$ cat src/rtl/pc_seq_if.sv
// Fetch-stage control bundle between the redirect/stall sources and the PC sequencer.
// master drives the requests and observes the PC; slave is the sequencer itself.
interface pc_seq_if #(
  parameter int PC_W = 10
);
  logic            stall;
  logic            halt;
  logic            br_taken;
  logic [PC_W-1:0] br_target;
  logic            jmp;
  logic [PC_W-1:0] jmp_target;
  logic            call;
  logic            ret;
  logic [PC_W-1:0] pc;
  logic [PC_W-1:0] pc_next_seq;
  logic            pc_valid;
  logic            ras_underflow;

  // Handshake: no valid/ready pair here. Requests are level inputs sampled on
  // every rising clk edge; pc/pc_valid reflect the registered state for that cycle.
  modport master (
    output stall, halt, br_taken, br_target, jmp, jmp_target, call, ret,
    input  pc, pc_next_seq, pc_valid, ras_underflow
  );

  modport slave (
    input  stall, halt, br_taken, br_target, jmp, jmp_target, call, ret,
    output pc, pc_next_seq, pc_valid, ras_underflow
  );
endinterface

$ cat src/rtl/pc_sequencer.sv
// Fetch-stage program counter: BOOT/RUN/HALT FSM with stall, branch and jump redirects.
// Optional return-address stack enabled by defining PC_SEQ_RAS_EN.
module pc_sequencer #(
  parameter int PC_W      = 10,
  parameter int RESET_PC  = 0,
  parameter int PC_INC    = 1,
  parameter int RAS_DEPTH = 4
) (
  input  logic       clk,
  input  logic       reset,
  pc_seq_if.slave    bus,
  output logic [1:0] dbg_state
);
  localparam logic [PC_W-1:0] RESET_PC_V = PC_W'(RESET_PC);
  localparam logic [PC_W-1:0] PC_INC_V   = PC_W'(PC_INC);

  typedef enum logic [1:0] {
    ST_BOOT = 2'd0,
    ST_RUN  = 2'd1,
    ST_HALT = 2'd2
  } state_t;

  state_t          state, state_nxt;
  logic [PC_W-1:0] pc_q, pc_d, pc_inc;
  logic            ras_push, ras_pop, ras_ok, uf_d, uf_q;
  logic [PC_W-1:0] ras_top;

  assign pc_inc          = pc_q + PC_INC_V;
  assign bus.pc          = pc_q;
  assign bus.pc_next_seq = pc_inc;
  assign bus.ras_underflow = uf_q;

`ifdef PC_SEQ_RAS_EN
  localparam int AW = (RAS_DEPTH > 1) ? $clog2(RAS_DEPTH) : 1;
  localparam int CW = AW + 1;

  logic [PC_W-1:0] ras_mem [RAS_DEPTH];
  logic [AW-1:0]   ras_wp;
  logic [CW-1:0]   ras_cnt;

  // Circular buffer: a push into a full stack overwrites the oldest entry.
  assign ras_top = ras_mem[ras_wp - AW'(1)];
  assign ras_ok  = bus.ret && (ras_cnt != '0);
  assign uf_d    = (state == ST_RUN) && bus.ret && (ras_cnt == '0);

  always_ff @(posedge clk) begin
    if (reset) begin
      ras_wp  <= '0;
      ras_cnt <= '0;
    end else if (ras_pop) begin
      ras_wp  <= ras_wp - AW'(1);
      ras_cnt <= ras_cnt - CW'(1);
    end else if (ras_push) begin
      ras_mem[ras_wp] <= pc_inc;
      ras_wp          <= ras_wp + AW'(1);
      if (ras_cnt != CW'(RAS_DEPTH)) ras_cnt <= ras_cnt + CW'(1);
    end
  end
`else
  assign ras_top = '0;
  assign ras_ok  = 1'b0;
  assign uf_d    = 1'b0;
  wire unused_ras = &{1'b0, bus.ret, ras_push, ras_pop};
`endif

  always_ff @(posedge clk) begin
    if (reset) begin
      state <= ST_BOOT;
      pc_q  <= RESET_PC_V;
      uf_q  <= 1'b0;
    end else begin
      state <= state_nxt;
      pc_q  <= pc_d;
      uf_q  <= uf_d;
    end
  end

  always_comb begin
    state_nxt = state;
    pc_d      = pc_q;
    ras_push  = 1'b0;
    ras_pop   = 1'b0;
    case (state)
      ST_BOOT: state_nxt = ST_RUN;
      ST_RUN: begin
        if (ras_ok) begin
          pc_d    = ras_top;
          ras_pop = 1'b1;
        end else if (bus.jmp) begin
          pc_d     = bus.jmp_target;
          ras_push = bus.call;
        end else if (bus.br_taken) begin
          pc_d = bus.br_target;
        end else if (bus.halt) begin
          state_nxt = ST_HALT;
        end else if (!bus.stall) begin
          pc_d = pc_inc;
        end
      end
      ST_HALT: begin
        // Only a redirect leaves HALT; stall and ret have no effect here.
        if (bus.jmp) begin
          pc_d      = bus.jmp_target;
          state_nxt = ST_RUN;
        end else if (bus.br_taken) begin
          pc_d      = bus.br_target;
          state_nxt = ST_RUN;
        end
      end
      default: state_nxt = ST_BOOT;
    endcase
  end

  always_comb begin
    bus.pc_valid = (state == ST_RUN);
    dbg_state    = state;
  end
endmodule

$ cat src/flat_wrapper.sv
// flat-port wrapper written by rule: the top's interface ports become plain ports
module pc_sequencer_flat 
#(
  parameter int PC_W      = 10,
  parameter int RESET_PC  = 0,
  parameter int PC_INC    = 1,
  parameter int RAS_DEPTH = 4
)
  (clk, reset, dbg_state, bus_stall, bus_halt, bus_br_taken, bus_br_target, bus_jmp, bus_jmp_target, bus_call, bus_ret, bus_pc, bus_pc_next_seq, bus_pc_valid, bus_ras_underflow);
  pc_seq_if #(.PC_W(PC_W)) bus_i ();
  input  logic clk;
  input  logic reset;
  output logic [1:0] dbg_state;
  input wire logic [$bits(bus_i.stall)-1:0] bus_stall;
  input wire logic [$bits(bus_i.halt)-1:0] bus_halt;
  input wire logic [$bits(bus_i.br_taken)-1:0] bus_br_taken;
  input wire logic [$bits(bus_i.br_target)-1:0] bus_br_target;
  input wire logic [$bits(bus_i.jmp)-1:0] bus_jmp;
  input wire logic [$bits(bus_i.jmp_target)-1:0] bus_jmp_target;
  input wire logic [$bits(bus_i.call)-1:0] bus_call;
  input wire logic [$bits(bus_i.ret)-1:0] bus_ret;
  output wire logic [$bits(bus_i.pc)-1:0] bus_pc;
  output wire logic [$bits(bus_i.pc_next_seq)-1:0] bus_pc_next_seq;
  output wire logic [$bits(bus_i.pc_valid)-1:0] bus_pc_valid;
  output wire logic [$bits(bus_i.ras_underflow)-1:0] bus_ras_underflow;
  assign bus_i.stall = bus_stall;
  assign bus_i.halt = bus_halt;
  assign bus_i.br_taken = bus_br_taken;
  assign bus_i.br_target = bus_br_target;
  assign bus_i.jmp = bus_jmp;
  assign bus_i.jmp_target = bus_jmp_target;
  assign bus_i.call = bus_call;
  assign bus_i.ret = bus_ret;
  assign bus_pc = bus_i.pc;
  assign bus_pc_next_seq = bus_i.pc_next_seq;
  assign bus_pc_valid = bus_i.pc_valid;
  assign bus_ras_underflow = bus_i.ras_underflow;
  pc_sequencer #(.PC_W(PC_W), .RESET_PC(RESET_PC), .PC_INC(PC_INC), .RAS_DEPTH(RAS_DEPTH)) u_core (.clk(clk), .reset(reset), .bus(bus_i), .dbg_state(dbg_state));
endmodule
$ cat config.mk
export PLATFORM = sky130hd
export DESIGN_NAME = pc_sequencer_flat
export DESIGN_NICKNAME = d
export VERILOG_FILES = /design/src/rtl/pc_seq_if.sv /design/src/rtl/pc_sequencer.sv /design/src/flat_wrapper.sv
export SDC_FILE = /design/constraint.sdc
export NUM_CORES = 1
export LEC_CHECK = 0
export ABC_AREA = 1
export CAP_MARGIN = 40
export CORE_UTILIZATION = 42
export DETAILED_ROUTE_END_ITERATION = 6
export PLACE_DENSITY = 0.84
export SLEW_MARGIN = 25
export SYNTH_ARGS = -nofsm -noshare
export SYNTH_HDL_FRONTEND = slang
export SYNTH_SLANG_ARGS = --single-unit
$ cat constraint.sdc
create_clock -name clk -period 2.1 [get_ports clk]
set_clock_uncertainty 0.2 [all_clocks]
set_input_delay 0.21 -clock clk [delete_from_list [all_inputs] [get_ports clk]]
set_output_delay 0.21 -clock clk [all_outputs]
set_load 0.05 [all_outputs]
Figure 1. Metal layers overlaid.
(8 px per um) Two of the layers only.
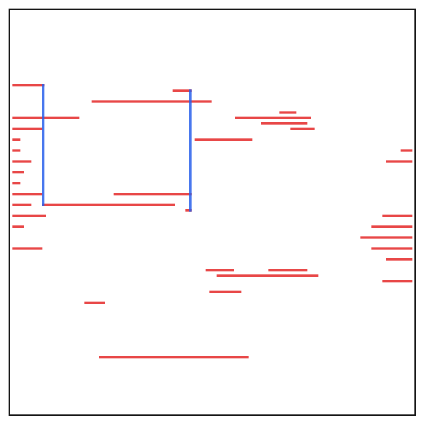
- met3: red (wire length 178 um)
- met4: blue (wire length 29.9 um)
DR WL/cell: 12.4 um
drt total wl: 3070 um
vias: 1284

Figure 2. Port wiring.
(10 px per um)
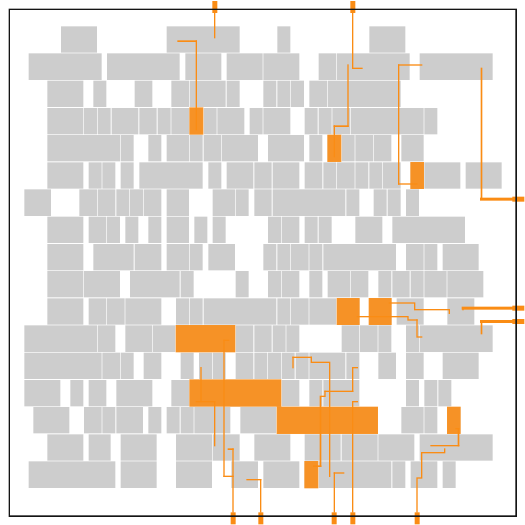
- bus_pc_next_seq: orange (bits 10; direction output; end cells 10; buffers 10; wire 184 um)

==> reports/metrics.cfg <==
[clocking]
htree_levels=1
clk_latency_ns=0.28
ctsResizeCount=0
cts_buffer_depth=2

[setup_path]
cpPeakStageDelay_ns=0.86
crit_end=bus_pc[2]
required_ns=1.69
rr_endpoint=u_core.bus.pc[1]
arrival_ns=1.63
rr_worst_depth=8
cp_cell_sequence=clkdlybuf4s50_1
reg2reg_slack_ns=0.48

[floorplanning]
die_h_um=50.5
die_w_um=50.5

[timing]
rsz0062_at_grt=no
setup_viol_count_final=0
final.setup.worst_slack_ns=0.0569
finalCriticalPeriod_ns=2.04
finalClockPeriodUsage_pct=97.3
worst_pin_slew_ns=0.504
drv_slew=0

[synthesis]
ys_seq_share_pct=24.3
top_area_cell=dfxtp_1
ys.flop_type=dfxtp_1
async_reset_ff_share_pct=0
yosys_warnings=0
ys_sh_xor_pct=1.77
ys_area_sq_um=990
compound_area_share_pct=19.0
synth_cell_types=24
synth_area_per_cell_sq_um=5.89
syn_inst=168
synthSimpleGateAreaFrac_pct=42.1

[run_status]
outcome=complete, no violations

[placement]
hpwl_um=2480

[finish]
syn_to_final_growth_pct=65.7
comb_cells=130
layout_top_cell=nand2_1
comb_area_sq_um=684
seq_area_sq_um=245

[pwr]
comb_power_share_pct=49.7
comb-power_w=0.000467
seqPwrFrac_pct=29.5

[global_routing]
grt_pass1_wl_um=4860
grt_pass1_vias=1151
gr-total-overflow=0

[detailed_routing]
vias_per_cell=5.18

[min_path]
hold_end=u_core.dbg_state[1]
hp-class=in2reg
worstHoldStart=bus_halt

Figure 3. Routed metal per tile.
(8 px per um) The die is cut into 10 by 10 equal tiles; dark blue is low, red is high, scaled to the fullest tile. Values are wire area over tile area, all layers added.
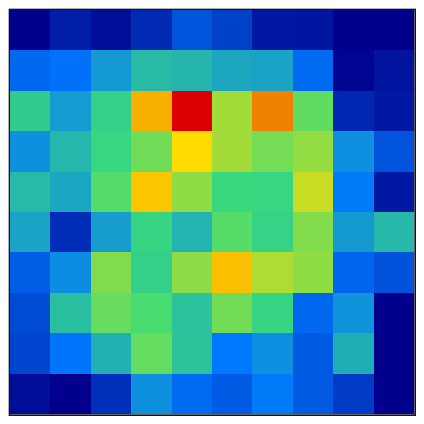
- densest ninth of the die: middle
- nearly empty tiles: 8.0%
- emptiest ninth of the die: top right
- mean over tiles: 0.19
- tiles over half the peak: 25%
- fullest tile: 0.56

Figure 4. Placement view.
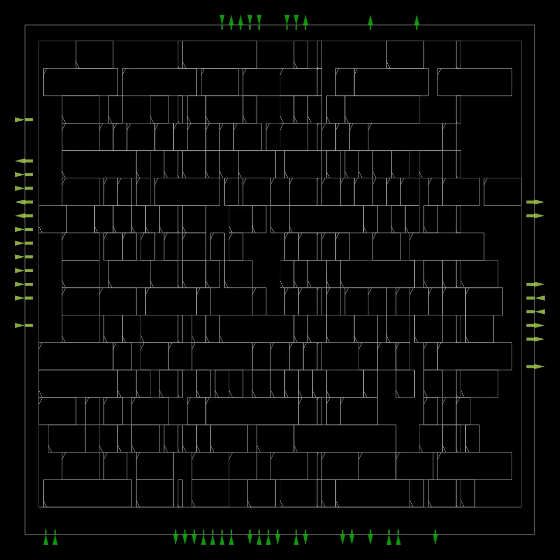
flop share of the area: 15.0%
non-filler cells in the finished layout: 248
Core Area: 0.00221 sq mm

-- metrics by stage --
stage | area (sq um) | utilization (%)
floorplan | 1020 | -
global placement | 1590 | 71.7
detailed placement | 1590 | 71.7
CTS | 1620 | 73.4
global route | 1640 | 74.2
finish | 1640 | 74.2
-- routing by layer --
metal / global-route usage (%) / routed length [um] / vias to the layer above
met1: 32.0 / 1320 / 591
met2: 44.2 / 1540 / 48
met3: 3.94 / 178 / 5
met4: 5.56 / 29 / 0
li1: - / - / 640
met5: 0 / 0 / -
-- worst reg2reg max path, cell delays in order, from the launching register on --
cell and delay [ns]:
dfxtp_1 0.33, inv_1 0.13, nand2_1 0.16, nand2_2 0.21, inv_1 0.14, nand2_1 0.08, nand3_1 0.06, a21oi_1 0.15
nor2_1 0.05
